==> config.mk <==
export PLATFORM = sky130hd
export DESIGN_NAME = rgmii_frame_rx_flat
export DESIGN_NICKNAME = d
export VERILOG_FILES = /design/src/rtl/rgmii_frame_rx_if.sv /design/src/rtl/rgmii_frame_rx.sv /design/src/flat_wrapper.sv
export SDC_FILE = /design/constraint.sdc
export NUM_CORES = 1
export LEC_CHECK = 0
export ABC_CLOCK_PERIOD_IN_PS = 3600
export CORE_AREA = 2 2 116 175
export CTS_BUF_LIST = sky130_fd_sc_hd__clkbuf_16
export DETAILED_ROUTE_END_ITERATION = 8
export DIE_AREA = 0 0 118 177
export PLACE_DENSITY = 0.48
export REMOVE_ABC_BUFFERS = 1
export SYNTH_ARGS = -nofsm -noshare
export SYNTH_HDL_FRONTEND = slang
export SYNTH_SLANG_ARGS = --single-unit
==> constraint.sdc <==
create_clock -name clk125 -period 3.6 [get_ports clk125]
set_input_delay 0.72 -clock clk125 [delete_from_list [all_inputs] [get_ports clk125]]
set_output_delay 0.72 -clock clk125 [all_outputs]
set_load 0.05 [all_outputs]
==> src/rtl/rgmii_frame_rx_if.sv <==
// Signal bundle of the RGMII frame receiver: RGMII receive pins on one side,
// payload-RAM write port and frame status on the other.
interface rgmii_frame_rx_if #(
    parameter int AW = 10
);
    logic          rxctl;
    logic [3:0]    rxd;
    logic [AW:0]   rxad;
    logic          rxwe;
    logic [7:0]    rxdata;
    logic          idx;
    logic [15:0]   seq;
    logic          frame_ok;
    logic          frame_err;
    logic [2:0]    err_code;

    modport master (
        output rxctl, rxd,
        input  rxad, rxwe, rxdata, idx, seq, frame_ok, frame_err, err_code
    );

    modport slave (
        input  rxctl, rxd,
        output rxad, rxwe, rxdata, idx, seq, frame_ok, frame_err, err_code
    );
endinterface

==> src/rtl/rgmii_frame_rx.sv <==
// RGMII receiver for the fixed-format raw-Ethernet link: captures DDR bytes, checks the
// header and CRC-32, writes the payload into a double-buffered RAM and commits good frames.
module rgmii_frame_rx #(
    parameter logic [47:0] OWN_MAC       = 48'h88_dab8_bf08,
    parameter logic [15:0] ETHERTYPE     = 16'h1919,
    parameter int          PAYLOAD_BYTES = 1024
) (
    input logic             clk125,
    input logic             rst,
    rgmii_frame_rx_if.slave bus
);

    localparam int AW = $clog2(PAYLOAD_BYTES);
    localparam int NW = $clog2(PAYLOAD_BYTES + 20);

    localparam logic [NW-1:0] N_MAC_END   = NW'(6);
    localparam logic [NW-1:0] N_TYPE_HI   = NW'(12);
    localparam logic [NW-1:0] N_TYPE_LO   = NW'(13);
    localparam logic [NW-1:0] N_SEQ_LO    = NW'(14);
    localparam logic [NW-1:0] N_SEQ_HI    = NW'(15);
    localparam logic [NW-1:0] N_PAY_FIRST = NW'(16);
    localparam logic [NW-1:0] N_PAY_LAST  = NW'(PAYLOAD_BYTES + 15);
    localparam logic [NW-1:0] N_FCS_LAST  = NW'(PAYLOAD_BYTES + 19);

    localparam logic [31:0] CRC_INIT    = 32'hFFFF_FFFF;
    localparam logic [31:0] CRC_RESIDUE = 32'hDEBB_20E3;

    localparam logic [2:0] ERR_PRE   = 3'd1;
    localparam logic [2:0] ERR_MAC   = 3'd2;
    localparam logic [2:0] ERR_TYPE  = 3'd3;
    localparam logic [2:0] ERR_LEN   = 3'd4;
    localparam logic [2:0] ERR_CRC   = 3'd5;
    localparam logic [2:0] ERR_RGMII = 3'd6;

    typedef enum logic [2:0] {
        S_WAIT_IDLE, S_IDLE, S_PRE, S_HDR, S_PAY, S_FCS, S_CHK, S_DROP
    } state_t;

    function automatic logic [31:0] crc_step(input logic [31:0] c, input logic [7:0] b);
        logic [31:0] r;
        r = c ^ {24'd0, b};
        for (int i = 0; i < 8; i++) begin
            r = r[0] ? ((r >> 1) ^ 32'hEDB8_8320) : (r >> 1);
        end
        return r;
    endfunction

    function automatic logic [7:0] own_mac_byte(input logic [2:0] k);
        case (k)
            3'd0:    return OWN_MAC[7:0];
            3'd1:    return OWN_MAC[15:8];
            3'd2:    return OWN_MAC[23:16];
            3'd3:    return OWN_MAC[31:24];
            3'd4:    return OWN_MAC[39:32];
            3'd5:    return OWN_MAC[47:40];
            default: return 8'h00;
        endcase
    endfunction

    // DDR capture: low nibble and DV on the rising edge, high nibble and DV^ER on the falling edge
    logic [3:0] lo_q, hi_q;
    logic       dv_q, dver_q;
    logic [7:0] rx_byte_q;
    logic       valid_q, err_q;

    always_ff @(posedge clk125) begin
        lo_q <= bus.rxd;
        dv_q <= bus.rxctl;
    end

    always_ff @(negedge clk125) begin
        hi_q   <= bus.rxd;
        dver_q <= bus.rxctl;
    end

    always_ff @(posedge clk125) begin
        rx_byte_q <= {hi_q, lo_q};
        valid_q   <= dv_q;
        err_q     <= dv_q ^ dver_q;
    end

    // Frame parser
    state_t        state_q, state_d;
    logic [NW-1:0] n_q, n_d;
    logic [31:0]   crc_q, crc_d;
    logic          own_ok_q, own_ok_d, bc_ok_q, bc_ok_d;
    logic [15:0]   pend_seq_q, pend_seq_d;
    logic [2:0]    drop_code_q, drop_code_d;
    logic          wbank_q, wbank_d;
    logic          idx_q, idx_d;
    logic [15:0]   seq_q, seq_d;
    logic          rxwe_q, rxwe_d;
    logic [AW:0]   rxad_q, rxad_d;
    logic [7:0]    rxdata_q, rxdata_d;
    logic          frame_ok_q, frame_ok_d;
    logic          frame_err_q, frame_err_d;
    logic [2:0]    err_code_q, err_code_d;

    always_comb begin
        logic start_hdr;
        logic own_hit, bc_hit;
        state_d     = state_q;
        n_d         = n_q;
        crc_d       = crc_q;
        own_ok_d    = own_ok_q;
        bc_ok_d     = bc_ok_q;
        pend_seq_d  = pend_seq_q;
        drop_code_d = drop_code_q;
        wbank_d     = wbank_q;
        idx_d       = idx_q;
        seq_d       = seq_q;
        rxwe_d      = 1'b0;
        rxad_d      = rxad_q;
        rxdata_d    = rxdata_q;
        frame_ok_d  = 1'b0;
        frame_err_d = 1'b0;
        err_code_d  = err_code_q;
        start_hdr   = 1'b0;
        own_hit     = (rx_byte_q == own_mac_byte(n_q[2:0]));
        bc_hit      = (rx_byte_q == 8'hFF);

        case (state_q)
            S_WAIT_IDLE: if (!valid_q) state_d = S_IDLE;
            S_IDLE, S_PRE: begin
                if (!valid_q) begin
                    state_d = S_IDLE;
                end else if (rx_byte_q == 8'h55) begin
                    state_d = S_PRE;
                end else if (rx_byte_q == 8'hD5) begin
                    start_hdr = 1'b1;
                end else begin
                    state_d     = S_DROP;
                    drop_code_d = ERR_PRE;
                end
            end
            S_HDR, S_PAY, S_FCS: begin
                if (!valid_q) begin
                    frame_err_d = 1'b1;
                    err_code_d  = ERR_LEN;
                    state_d     = S_IDLE;
                end else if (err_q) begin
                    state_d     = S_DROP;
                    drop_code_d = ERR_RGMII;
                end else begin
                    crc_d = crc_step(crc_q, rx_byte_q);
                    n_d   = n_q + NW'(1);
                    if (state_q == S_HDR) begin
                        if (n_q < N_MAC_END) begin
                            own_ok_d = own_ok_q & own_hit;
                            bc_ok_d  = bc_ok_q & bc_hit;
                            if (!(own_ok_q & own_hit) && !(bc_ok_q & bc_hit)) begin
                                state_d     = S_DROP;
                                drop_code_d = ERR_MAC;
                            end
                        end else if ((n_q == N_TYPE_HI && rx_byte_q != ETHERTYPE[15:8]) ||
                                     (n_q == N_TYPE_LO && rx_byte_q != ETHERTYPE[7:0])) begin
                            state_d     = S_DROP;
                            drop_code_d = ERR_TYPE;
                        end else if (n_q == N_SEQ_LO) begin
                            pend_seq_d[7:0] = rx_byte_q;
                        end else if (n_q == N_SEQ_HI) begin
                            pend_seq_d[15:8] = rx_byte_q;
                            state_d          = S_PAY;
                        end
                    end else if (state_q == S_PAY) begin
                        rxwe_d   = 1'b1;
                        rxdata_d = rx_byte_q;
                        rxad_d   = {wbank_q, AW'(n_q - N_PAY_FIRST)};
                        if (n_q == N_PAY_LAST) state_d = S_FCS;
                    end else if (n_q == N_FCS_LAST) begin
                        state_d = S_CHK;
                    end
                end
            end
            S_CHK: begin
                if (valid_q) begin
                    state_d     = S_DROP;
                    drop_code_d = ERR_LEN;
                end else if (crc_q == CRC_RESIDUE) begin
                    frame_ok_d = 1'b1;
                    idx_d      = wbank_q;
                    seq_d      = pend_seq_q;
                    wbank_d    = ~wbank_q;
                    state_d    = S_IDLE;
                end else begin
                    frame_err_d = 1'b1;
                    err_code_d  = ERR_CRC;
                    state_d     = S_IDLE;
                end
            end
            S_DROP: begin
                if (!valid_q) begin
                    frame_err_d = 1'b1;
                    err_code_d  = drop_code_q;
                    state_d     = S_IDLE;
                end
            end
            default: state_d = S_WAIT_IDLE;
        endcase

        if (start_hdr) begin
            state_d  = S_HDR;
            n_d      = '0;
            crc_d    = CRC_INIT;
            own_ok_d = 1'b1;
            bc_ok_d  = 1'b1;
        end
    end

    // Control and outputs reset; per-frame datapath state is reloaded at every SFD
    always_ff @(posedge clk125) begin
        if (rst) begin
            state_q     <= S_WAIT_IDLE;
            wbank_q     <= 1'b1;
            idx_q       <= 1'b0;
            seq_q       <= '0;
            rxwe_q      <= 1'b0;
            rxad_q      <= '0;
            rxdata_q    <= '0;
            frame_ok_q  <= 1'b0;
            frame_err_q <= 1'b0;
            err_code_q  <= '0;
        end else begin
            state_q     <= state_d;
            wbank_q     <= wbank_d;
            idx_q       <= idx_d;
            seq_q       <= seq_d;
            rxwe_q      <= rxwe_d;
            rxad_q      <= rxad_d;
            rxdata_q    <= rxdata_d;
            frame_ok_q  <= frame_ok_d;
            frame_err_q <= frame_err_d;
            err_code_q  <= err_code_d;
        end
        n_q         <= n_d;
        crc_q       <= crc_d;
        own_ok_q    <= own_ok_d;
        bc_ok_q     <= bc_ok_d;
        pend_seq_q  <= pend_seq_d;
        drop_code_q <= drop_code_d;
    end

    assign bus.rxad      = rxad_q;
    assign bus.rxwe      = rxwe_q;
    assign bus.rxdata    = rxdata_q;
    assign bus.idx       = idx_q;
    assign bus.seq       = seq_q;
    assign bus.frame_ok  = frame_ok_q;
    assign bus.frame_err = frame_err_q;
    assign bus.err_code  = err_code_q;

endmodule

==> src/flat_wrapper.sv <==
// flat-port wrapper written by rule: the top's interface ports become plain ports
module rgmii_frame_rx_flat 
#(
    parameter logic [47:0] OWN_MAC       = 48'h88_dab8_bf08,
    parameter logic [15:0] ETHERTYPE     = 16'h1919,
    parameter int          PAYLOAD_BYTES = 1024
)
  (clk125, rst, bus_rxctl, bus_rxd, bus_rxad, bus_rxwe, bus_rxdata, bus_idx, bus_seq, bus_frame_ok, bus_frame_err, bus_err_code);
  rgmii_frame_rx_if bus_i ();
  input logic clk125;
  input logic rst;
  input wire logic [$bits(bus_i.rxctl)-1:0] bus_rxctl;
  input wire logic [$bits(bus_i.rxd)-1:0] bus_rxd;
  output wire logic [$bits(bus_i.rxad)-1:0] bus_rxad;
  output wire logic [$bits(bus_i.rxwe)-1:0] bus_rxwe;
  output wire logic [$bits(bus_i.rxdata)-1:0] bus_rxdata;
  output wire logic [$bits(bus_i.idx)-1:0] bus_idx;
  output wire logic [$bits(bus_i.seq)-1:0] bus_seq;
  output wire logic [$bits(bus_i.frame_ok)-1:0] bus_frame_ok;
  output wire logic [$bits(bus_i.frame_err)-1:0] bus_frame_err;
  output wire logic [$bits(bus_i.err_code)-1:0] bus_err_code;
  assign bus_i.rxctl = bus_rxctl;
  assign bus_i.rxd = bus_rxd;
  assign bus_rxad = bus_i.rxad;
  assign bus_rxwe = bus_i.rxwe;
  assign bus_rxdata = bus_i.rxdata;
  assign bus_idx = bus_i.idx;
  assign bus_seq = bus_i.seq;
  assign bus_frame_ok = bus_i.frame_ok;
  assign bus_frame_err = bus_i.frame_err;
  assign bus_err_code = bus_i.err_code;
  rgmii_frame_rx #(.OWN_MAC(OWN_MAC), .ETHERTYPE(ETHERTYPE), .PAYLOAD_BYTES(PAYLOAD_BYTES)) u_core (.clk125(clk125), .rst(rst), .bus(bus_i));
endmodule
==> run_1/registers.png <==
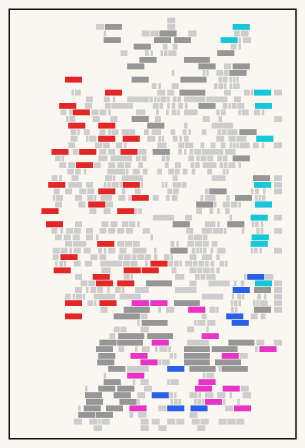
Key: magenta = u_core.bus.seq [sequential cells 16]; red = u_core.crc_q [sequential cells 32]; blue = u_core.bus.rxdata [sequential cells 8]; cyan = u_core.bus.rxad [sequential cells 11]
Another 63 sequential cells are not colored.

==> run_1/gate_families.png <==
Bar = 20 µm.
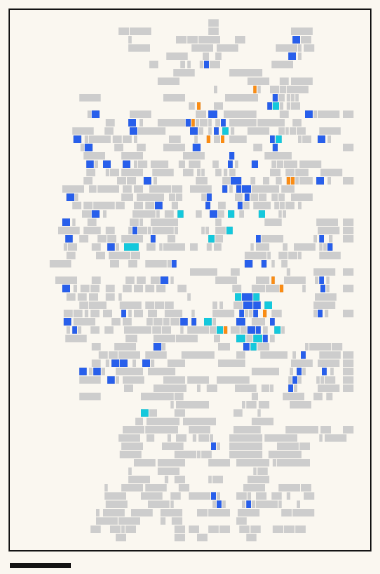
Key: blue = inverting AOI/OAI gates [cells 88]; orange = inverters [cells 11]; cyan = AND and OR gates [cells 19]

==> run_1/pins.png <==
Pins as bars across the die edge, other pins in gray.
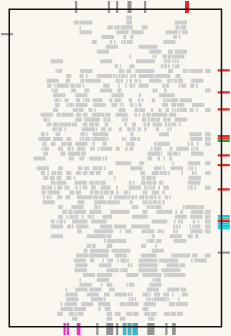
Key: green = bus_rxwe [pins 1, direction output, edge right]; magenta = bus_rxd [pins 4, direction input, edge bottom]; red = bus_rxad [pins 11, direction output, edge 9 right, 2 top]; cyan = bus_rxdata [pins 8, direction output, edge 4 bottom, 4 right]
All pins by edge: 24 bottom, 16 right, 8 top, 1 left.

==> flow_metrics.py, run 1 <==
# Generated from Yosys and OpenROAD reports
metrics = {
    "final_layout": {
        "final_util": 0.363,
        "fill_cells": 1994,
        "drive_gt1_frac": 0.0753,
        "nets": 654,
        "final-instance-count-excl-fill": 911,
        "lay_top_cells": "dfxtp_1 (111), nand2_1 (66), nor2_1 (59), xnor2_1 (58), clkdlybuf4s50_1 (47)",
        "final_common_cell": "dfxtp_1",
        "diodes": 0,
    },
    "floorplan": {
        "pin_count": 49,
        "fp_util": 0.294,
        "coreArea_um2": 19500,
        "die_y_um": 177,
        "die_w_um": 118,
    },
    "logic_synthesis": {
        "synthArstFlopShare": 0,
        "yosysTopAreaCellShare": 0.388,
        "mux_share": 0.0371,
        "synth_flop_count": 130,
        "compound_area_frac": 0.110,
        "yosysSeqAreaShare": 0.487,
        "synthTopCellsByCount": "dfxtp_1 (111), nand2_1 (66), nor2_1 (59), xnor2_1 (58), clkbuf_1 (30)",
        "synthTopLogicFamily": "simple AND/OR/NAND/NOR gates",
        "simple_gate_share": 0.173,
        "xor_area_frac": 0.138,
        "synth_cell_type_count": 55,
        "syn_avg_cell_area_um2": 9.67,
        "yosys_cells": 593,
        "ys_sh_adder": 0.0214,
        "edf_count": 19,
        "ff_type": "dfxtp_1",
    },
    "routing": {
        "viasPerCell": 4.71,
        "routed-via-count": 4289,
        "ant_nets": 0,
        "drt_iter0_drc": 242,
        "drc": 0,
        "first_pass_iters": 5,
        "wl_per_cell_um": 15.6,
    },
    "global_routing": {
        "antenna_found_initial": 0,
        "grt_max_degree": 62,
        "grt_overflow": 0,
        "grt_pass1_vias": 4298,
    },
    "power_and_ir_drop": {
        "p_leak_nw": 2.69,
        "finalPower_mw": 6.11,
        "peakVddDrop_mv": 0.325,
        "power_density_nw_per_um2": 864,
    },
    "final_timing": {
        "fmax_mhz": 342,
        "timing.final.crit_period_ns": 2.92,
        "slew_headroom": 0.284,
        "tns_ns": 0,
        "tightest_slew_ns": 1.07,
        "worst_hold_slack_ns": 0.327,
        "setup_violations": 0,
        "worst_slack_ns": 0.678,
        "hold_viol": 0,
    },
    "hold_path": {
        "hold_path_depth": 0,
        "min-delay-start": "u_core.lo_q[2]$_DFF_P_",
    },
    "clocking": {
        "numCtsBuffers": 17,
        "ctsHoldBuffers": 0,
        "clk_path_buf_depth": 2,
        "htreeDepth": 4,
        "cts_setup_buffers": 0,
        "clock.latency.late_pin_ns": 0.44,
        "post_cts_resized": 0,
        "root_buffer": "clkbuf_16",
    },
    "place": {
        "hpwl_um": 10100,
        "placed_cells": 875,
        "io_buffers": 48,
        "gp_congestion": 0.800,
    },
    "worst_setup_path": {
        "start_kind": "flop",
        "crit_arrival_ns": 3.22,
        "crit_type": "flop to flop",
        "worstSetupStartpoint": "u_core.n_q[1]$_SDFFE_PP0P_",
        "cp-end-kind": "flop",
        "r2r-start": "u_core.n_q[1]$_SDFFE_PP0P_",
    },
    "run_status": {
        "status": "complete, no violations",
    },
    "run": {
        "warning_count": 36,
    },
}
## run 1: report_power, final
| part | internal (mW) | switching [mW] | total [mW] | leakage (nW) |
|---|---|---|---|---|
| Clock | 0.949 | 0.801 | 1.75 | 0.321 |
| Combinational | 1.08 | 1.23 | 2.32 | 1.28 |
| Sequential | 1.72 | 0.316 | 2.04 | 1.09 |
## run 1: critical path: stages, from the launching register on
cell,delay [ns]
dfxtp_1,0.49
ha_1,0.41
ha_1,0.33
xor2_1,0.10
nor4_1,0.18
o2111ai_1,0.17
a222oi_1,0.53
a21oi_1,0.24
mux2_1,0.35
## run 1: sequential cells by signal (all words and copies together), names as in the netlist, 3 cells and up
name                 cells
u_core.bus.rxad         11
u_core.pend_seq_q       16
u_core.crc_q            32
u_core.rx_byte_q         8
u_core.drop_code_q       3
u_core.hi_q              4
u_core.bus.seq          16
u_core.n_q              11
u_core.state_q           3
u_core.lo_q              4
u_core.bus.err_code      3
u_core.bus.rxdata        8
## run 1: layer usage
metal	GRT usage	vias up	share of wire	wire, µm
met4	0.0547	0	0.019	272
met2	0.269	86	0.55	7770
met5	0	-	0	0
met3	0.0271	16	0.030	429
li1	-	2155	-	-
met1	0.154	2032	0.40	5770
## run 1: area by class of cell
type	instances	area, µm²	area share
multi-input combinational	417	2760	0.390
timing repair buffer	56	536	0.0758
tap	260	325	0.0460
clock inverter	20	190	0.0269
sequential	130	2790	0.395
inverter	11	41.3	0.00584
clock buffer	17	425	0.0602
## run 1: worst paths after layout
kind	end	slack, ns
setup / recovery	u_core.state_q[2]$_SDFFE_PP0P_	0.68
hold / removal	u_core.rx_byte_q[2]$_DFF_P_	0.33
setup reg to reg	u_core.state_q[2]$_SDFFE_PP0P_	0.68
hold reg to reg	u_core.rx_byte_q[2]$_DFF_P_	0.33
==> run_1/metal_stack.png <==
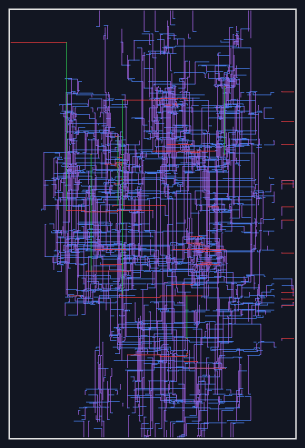

==> run 2: changes to the inputs <==
--- a/config.mk
+++ b/config.mk
@@ -5,12 +5,12 @@
 export SDC_FILE = /design/constraint.sdc
 export NUM_CORES = 1
 export LEC_CHECK = 0
-export ABC_CLOCK_PERIOD_IN_PS = 3600
+export ABC_CLOCK_PERIOD_IN_PS = 2500
 export CORE_AREA = 2 2 116 175
 export CTS_BUF_LIST = sky130_fd_sc_hd__clkbuf_16
 export DETAILED_ROUTE_END_ITERATION = 8
 export DIE_AREA = 0 0 118 177
-export PLACE_DENSITY = 0.48
+export PLACE_DENSITY = 0.5
 export REMOVE_ABC_BUFFERS = 1
 export SYNTH_ARGS = -nofsm -noshare
 export SYNTH_HDL_FRONTEND = slang
==> constraint.sdc (replaced) <==
create_clock -name clk125 -period 2.5 [get_ports clk125]
set_input_delay 0.5 -clock clk125 [delete_from_list [all_inputs] [get_ports clk125]]
set_output_delay 0.5 -clock clk125 [all_outputs]
set_load 0.05 [all_outputs]
==> run_2/metal_stack.png <==
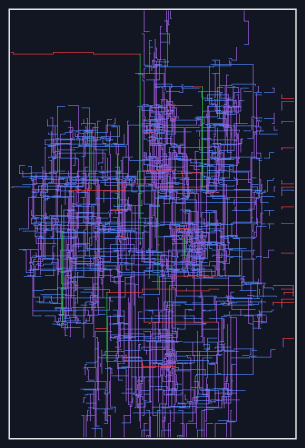
Key: blue = met1 [wire length 6,050 µm]; red = met3 [wire length 415 µm]; purple = met2 [wire length 7,980 µm]; green = met4 [wire length 285 µm]

==> run_2/pins.png <==
Pins as bars across the die edge, other pins in gray.
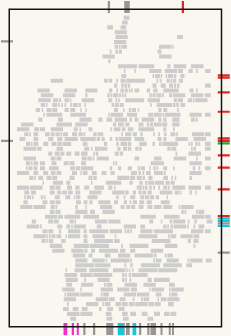
Key: green = bus_rxwe [pins 1, direction output, edge right]; red = bus_rxad [pins 11, direction output, edge 10 right, 1 top]; cyan = bus_rxdata [pins 8, direction output, edge 5 bottom, 3 right]; magenta = bus_rxd [pins 4, direction input, edge bottom]

==> run_2/gate_families.png <==
Bar = 20 µm.
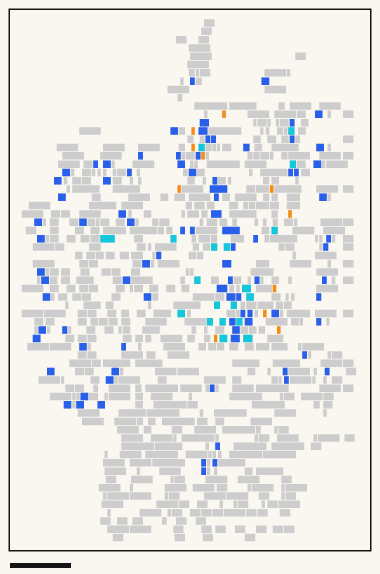
Key: cyan = AND and OR gates [cells 19, where center]; blue = inverting AOI/OAI gates [cells 88]; orange = inverters [cells 11]

==> flow_metrics.py, run 2 <==
# Generated from Yosys and OpenROAD reports
metrics = {
    "final_layout": {
        "fill_cells": 1994,
        "final_common_cell": "dfxtp_1",
        "diodes": 0,
        "nets": 687,
        "lay_top_cells": "dfxtp_1 (109), nand2_1 (66), nor2_1 (59), xnor2_1 (58), clkdlybuf4s50_1 (47)",
        "regArea_um2": 2800,
        "final-instance-count-excl-fill": 944,
        "top_register": "u_core.crc_q",
        "drive_gt1_frac": 0.139,
        "largest_reg_flops": 32,
        "final_area_um2": 7410,
        "comb_area_um2": 2820,
    },
    "worst_setup_path": {
        "max_stage_delay_ns": 0.47,
        "worst-path-buf-inv": 2,
        "path_cells": "inv_1, ha_2, or4_1, o211a_1, o21ai_2, a222oi_1, buf_4, a21o_1, a21oi_2",
        "worstSetupStartpoint": "u_core.n_q[0]$_SDFFE_PP0P_",
        "crit_family": "AND-OR/OR-AND gates",
        "cp_slowest_cell": "or4_1",
        "crit_type": "flop to flop",
        "start_kind": "flop",
        "cp-end-kind": "flop",
        "crit_arrival_ns": 2.56,
        "r2r-start": "u_core.n_q[0]$_SDFFE_PP0P_",
    },
    "clocking": {
        "ctsHoldBuffers": 0,
        "cts_setup_buffers": 0,
        "htreeDepth": 4,
        "clk_path_buf_depth": 2,
        "post_cts_resized": 5,
        "root_buffer": "clkbuf_16",
        "numCtsBuffers": 17,
        "clock.latency.late_pin_ns": 0.44,
    },
    "logic_synthesis": {
        "synth_flop_count": 130,
        "compound_area_frac": 0.110,
        "synthArstFlopShare": 0,
        "xor_area_frac": 0.138,
        "yosysMostFrequentCell": "dfxtp_1",
        "ff_type": "dfxtp_1",
        "synthTopCellsByCount": "dfxtp_1 (111), nand2_1 (66), nor2_1 (59), xnor2_1 (58), clkbuf_1 (30)",
        "yosysTopAreaCellShare": 0.388,
        "synth_cell_type_count": 55,
        "simple_gate_share": 0.173,
        "ys_sh_adder": 0.0214,
        "syn_avg_cell_area_um2": 9.67,
        "edf_count": 19,
        "mux_share": 0.0371,
        "yosys_cells": 593,
        "yosysSeqAreaShare": 0.487,
    },
    "place": {
        "placed_cells": 907,
        "gp_congestion": 0.904,
        "hpwl_um": 10700,
        "dpl_cell_area_um2": 6730,
        "io_buffers": 48,
    },
    "global_routing": {
        "grt_overflow": 0,
        "antenna_found_initial": 0,
        "grt_max_degree": 62,
        "grt_pass1_vias": 4506,
    },
    "routing": {
        "wl_per_cell_um": 15.6,
        "drt_iter0_drc": 248,
        "viasPerCell": 4.66,
        "first_pass_iters": 4,
        "routed-via-count": 4397,
        "drc": 0,
    },
    "final_timing": {
        "tns_ns": 0,
        "hold_viol": 0,
        "fmax_mhz": 409,
        "tightest_slew_ns": 0.629,
        "slew_headroom": 0.578,
        "setup_violations": 0,
    },
    "power_and_ir_drop": {
        "p_leak_nw": 2.87,
        "peakVddDrop_mv": 0.827,
        "clkPwrFrac": 0.276,
        "internal_power_mw": 5.72,
        "combPwrFrac": 0.405,
        "pwr-share-seq": 0.319,
        "p_sw_mw": 3.30,
        "power_density_nw_per_um2": 1220,
    },
    "floorplan": {
        "die_w_um": 118,
        "coreArea_um2": 19500,
        "die_y_um": 177,
        "pin_count": 49,
    },
    "run": {
        "warning_count": 36,
    },
    "run_status": {
        "status": "complete, no violations",
    },
    "hold_path": {
        "min-delay-start": "u_core.lo_q[2]$_DFF_P_",
    },
}
run 2: cell counts after synthesis:
No cell type changed its count.
run 2: path summary, 6_finish.rpt:
kind | slack [ns] | end | cells after the start
worst max register to register | 0.05 | u_core.drop_code_q[1]$_DFFE_PP_ | 9
worst min register to register | 0.33 | u_core.rx_byte_q[2]$_DFF_P_ | 0
worst max-delay path | 0.05 | u_core.drop_code_q[1]$_DFFE_PP_ | 9
worst min-delay path | 0.33 | u_core.rx_byte_q[2]$_DFF_P_ | 0
run 2: cell type report:
cell class                 instances  share of cell area
sequential                       130               0.377
clock buffer                      18              0.0608
multi-input combinational        417               0.381
timing repair buffer              89               0.111
tap                              260              0.0439
clock inverter                    19              0.0209
inverter                          11             0.00557
run 2: stage by stage:
step            util  hold WS [ns]  total power, mW  setup slack [ns]
2_1_floorplan      -         0.310             5.57            -0.287
3_3_place_gp   0.346         0.319             6.52            0.0581
3_5_place_dp   0.346         0.313             6.55           -0.0454
4_1_cts        0.377         0.328             9.08            0.0263
5_1_grt        0.380         0.331             9.57            0.0134
6_report       0.380         0.326             9.02            0.0522
run 2: per-layer routing:
metal,vias up,part of all wire,track usage
met2,76,0.54,0.277
met3,22,0.028,0.0332
li1,2217,-,-
met5,-,0,0
met1,2082,0.41,0.161
met4,0,0.019,0.0592
run 2: logic make-up (layout without fill, tap and decap cells):
kind of cell	after synthesis	count (layout)
compound gates	96	96
xor+xnor	87	87
fa+ha+maj	10	10
buf+inv	46	137
flops	130	130
mux	21	21
simple gates	203	203
run 2: power groups by stage:
stage	clock network, mW	logic [mW]	registers (mW)
after floorplan	0.0149	2.69	2.86
after global placement	0.0149	3.60	2.91
after detailed placement	0.0149	3.61	2.92
after CTS	2.55	3.65	2.88
after global routing	2.65	3.99	2.93
final	2.49	3.66	2.88
==> run_2/registers.png <==
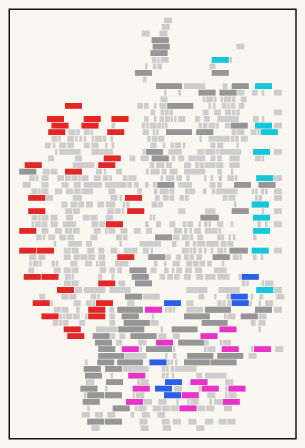

==> run 3: changes to the inputs <==
--- a/config.mk
+++ b/config.mk
@@ -6,10 +6,11 @@
 export NUM_CORES = 1
 export LEC_CHECK = 0
 export ABC_CLOCK_PERIOD_IN_PS = 2500
-export CORE_AREA = 2 2 116 175
+export CORE_AREA = 5 5 119 178
 export CTS_BUF_LIST = sky130_fd_sc_hd__clkbuf_16
 export DETAILED_ROUTE_END_ITERATION = 8
-export DIE_AREA = 0 0 118 177
+export DIE_AREA = 0 0 124 183
+export HOLD_SLACK_MARGIN = 0.08
 export PLACE_DENSITY = 0.5
 export REMOVE_ABC_BUFFERS = 1
 export SYNTH_ARGS = -nofsm -noshare
==> run_3/registers.png <==
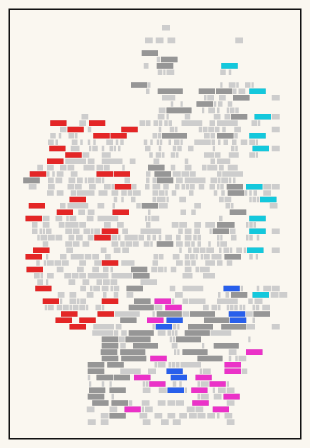
Key: blue = u_core.bus.rxdata [sequential cells 8, where bottom center]; cyan = u_core.bus.rxad [sequential cells 11]; red = u_core.crc_q [sequential cells 32]; magenta = u_core.bus.seq [sequential cells 16]
Another 63 sequential cells are not colored.

==> run_3/pins.png <==
Pins as bars across the die edge, other pins in gray.
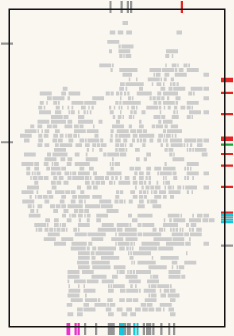
Key: magenta = bus_rxd [pins 4, direction input, edge bottom]; cyan = bus_rxdata [pins 8, direction output, edge 5 bottom, 3 right]; green = bus_rxwe [pins 1, direction output, edge right]; red = bus_rxad [pins 11, direction output, edge 10 right, 1 top]
All pins by edge: 26 bottom, 16 right, 5 top, 2 left.

==> run_3/metal_stack.png <==
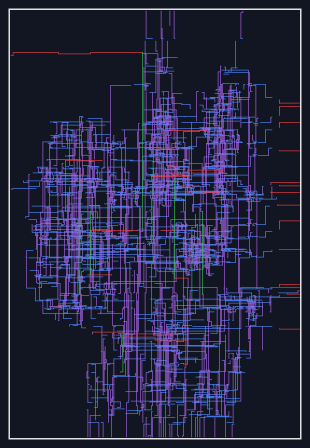
Key: blue = met1 [wire length 5,900 µm]; purple = met2 [wire length 8,160 µm]; green = met4 [wire length 421 µm]; red = met3 [wire length 510 µm]

==> flow_metrics.py, run 3 <==
# Generated from Yosys and OpenROAD reports
metrics = {
    "run_status": {
        "status": "complete, no violations",
    },
    "hold_path": {
        "min_path_type": "flop to flop",
        "min-delay-start": "u_core.lo_q[2]$_DFF_P_",
        "hold_path_depth": 0,
        "min_to": "u_core.rx_byte_q[2]$_DFF_P_",
    },
    "logic_synthesis": {
        "synthTopCellsByCount": "dfxtp_1 (111), nand2_1 (66), nor2_1 (59), xnor2_1 (58), clkbuf_1 (30)",
        "yosysSeqAreaShare": 0.487,
        "yosysMostFrequentCell": "dfxtp_1",
        "largest_area_cell": "dfxtp_1",
        "yosysTopAreaCellShare": 0.388,
        "ff_type": "dfxtp_1",
        "ys_chip_area_um2": 5730,
        "yosys_cells": 593,
        "syn_avg_cell_area_um2": 9.67,
        "synth.cell_area_um2": 5730,
        "synthArstFlopShare": 0,
        "synth_flop_count": 130,
        "yosysWarnings": 0,
        "edf_count": 19,
        "synth_cell_type_count": 55,
        "ys_top_cells_by_area": "dfxtp_1 (39%), edfxtp_1 (10%), xnor2_1 (8.9%)",
        "synthCells": 593,
    },
    "worst_setup_path": {
        "path_cells": "inv_1, ha_1, or4_1, o211a_1, o21ai_2, a222oi_1, buf_4, a21o_1, a21oi_4",
        "cp-end-kind": "flop",
        "r2r_slack_ns": 0.09,
        "r2r-start": "u_core.n_q[0]$_SDFFE_PP0P_",
        "crit_family": "AND-OR/OR-AND gates",
        "reg2reg_to": "u_core.drop_code_q[2]$_DFFE_PP_",
        "max_stage_delay_ns": 0.47,
        "start_kind": "flop",
        "cp.required_ns": 2.63,
        "crit_type": "flop to flop",
        "crit_arrival_ns": 2.54,
        "cp_max_fo": 4,
        "cp_slowest_cell": "or4_1",
        "worst-path-buf-inv": 2,
        "r2r_cells": 9,
    },
    "routing": {
        "first_pass_iters": 5,
        "viasPerCell": 4.70,
        "wl_met1_um": 5900,
        "dr_wl_met3_um": 509,
        "drt_iter0_drc": 222,
        "wl_per_cell_um": 15.8,
        "top_layer": "met4",
        "routed-via-count": 4447,
        "ant_nets": 0,
        "finalWirelength_um": 15000,
        "drc": 0,
        "wl_met2_um": 8160,
    },
    "final_timing": {
        "hold_viol": 0,
        "tightest_slew_ns": 0.588,
        "min_period_over_period": 0.965,
        "skew_ns": 0.0253,
        "timing.final.crit_period_ns": 2.41,
        "fmax_mhz": 414,
        "worst_hold_slack_ns": 0.327,
        "slew_headroom": 0.608,
        "tns_ns": 0,
        "setup_violations": 0,
        "final_max_slew_viol_count": 0,
    },
    "place": {
        "io_buffers": 48,
        "hpwl_um": 11000,
        "placed_cells": 910,
        "gp_congestion": 0.900,
    },
    "global_routing": {
        "grt_overflow": 0,
        "met2_usage": 0.249,
        "grt_pass1_vias": 4614,
        "grt_pass1_wl_um": 23600,
        "grtUsageTotal": 0.136,
        "grtUsageMet1": 0.144,
        "antenna_found_initial": 0,
        "gr-usage-met3": 0.0315,
        "grt_max_degree": 62,
        "grt-busiest-layer": "met2",
    },
    "final_layout": {
        "comb_area_um2": 2790,
        "comb_share": 0.377,
        "clock_area_frac": 0.0823,
        "n_clock_buffer": 18,
        "regArea_um2": 2790,
        "diodes": 0,
        "fill_cells": 1952,
        "final_common_cell": "dfxtp_1",
        "largest_reg_flops": 32,
        "n_all_inverters": 11,
        "nets": 690,
        "top_register": "u_core.crc_q",
        "buffer_area_frac": 0.114,
        "largest_class": "registers",
        "lay_top_cells": "dfxtp_1 (110), nand2_1 (66), nor2_1 (59), xnor2_1 (58), clkdlybuf4s50_1 (47)",
        "final-instance-count-excl-fill": 947,
        "comb_cells": 417,
        "drive_gt1_frac": 0.132,
        "area_delta_synth_final_pct": 29.1,
        "nNonClkBuffers": 92,
        "flop-count": 130,
        "seq_area_frac": 0.377,
    },
    "power_and_ir_drop": {
        "p_sw_mw": 3.33,
        "finalPower_mw": 9.07,
        "combPwrFrac": 0.409,
        "power_density_nw_per_um2": 1230,
        "internal_power_mw": 5.74,
        "pg_comb_mw": 3.71,
        "clock_power_mw": 2.49,
        "top_power_group": "combinational logic",
        "p_leak_nw": 2.86,
        "clkPwrFrac": 0.275,
        "netSwitchingFraction": 0.367,
        "pwr-share-seq": 0.317,
        "peakVddDrop_mv": 0.738,
        "powerSeq_mw": 2.87,
    },
    "clocking": {
        "cts_sinks": 130,
        "htreeDepth": 4,
        "numCtsBuffers": 17,
        "cts_tree": "built",
        "root_buffer": "clkbuf_16",
        "clk_pin_slew_ns": 0.06,
        "clk_path_buf_depth": 2,
        "clock.latency.late_pin_ns": 0.44,
    },
    "floorplan": {
        "nWellTaps": 260,
        "coreArea_um2": 19500,
        "pin_count": 49,
        "die_w_um": 124,
        "fp_util": 0.294,
        "die_y_um": 183,
        "chipArea_um2": 22700,
        "row_count": 63,
    },
    "run": {
        "cap_violations": 0,
        "warning_count": 36,
    },
}
run 3: worst max-delay path by stage:
stage	startpoint	end	slack, ns	cells past startpoint
finish	u_core.n_q[0]$_SDFFE_PP0P_	u_core.drop_code_q[2]$_DFFE_PP_	0.09	9
global route	u_core.n_q[0]$_SDFFE_PP0P_	u_core.state_q[0]$_SDFFE_PP0P_	-0.07	9
CTS	u_core.n_q[1]$_SDFFE_PP0P_	u_core.drop_code_q[1]$_DFFE_PP_	0.04	9
floorplan	u_core.valid_q$_DFF_P_	u_core.state_q[0]$_SDFFE_PP0P_	-0.29	6
detailed placement	u_core.n_q[1]$_SDFFE_PP0P_	u_core.drop_code_q[0]$_DFFE_PP_	-0.03	8
global placement	u_core.n_q[0]$_SDFFE_PP0P_	u_core.state_q[0]$_SDFFE_PP0P_	0.02	8
run 3: repair_timing:
item	4_1_cts	5_1_grt
setup endpoints to repair	5	6
endpoints found under the hold margin	0	0
pin swaps	1	2
hold buffers	0	0
setup buffers	1	0
gates resized	3	6
gates cloned	0	0
run 3: stage by stage:
step | util | cell area (µm²) | worst slack, ns
after floorplan | - | 5590 | -0.287
after global placement | 0.347 | 6750 | 0.0186
after detailed placement | 0.347 | 6750 | -0.0321
after CTS | 0.379 | 7380 | 0.0355
after global routing | 0.380 | 7400 | -0.0730
final | 0.380 | 7400 | 0.0871
run 3: cells by family (layout without fill, tap and decap cells):
logic type,Yosys count,in the layout,synth area share
DFF,130,130,0.487
xor gates and xnor gates,87,87,0.138
muxes,21,21,0.0371
and+or+nand+nor,203,203,0.173
AOI/OAI and AO/OA,96,96,0.110
buffers and inverters,46,140,0.0332
adders and majority gates,10,10,0.0214
Power figures rest on the tool's default switching activity, not on a simulated workload.
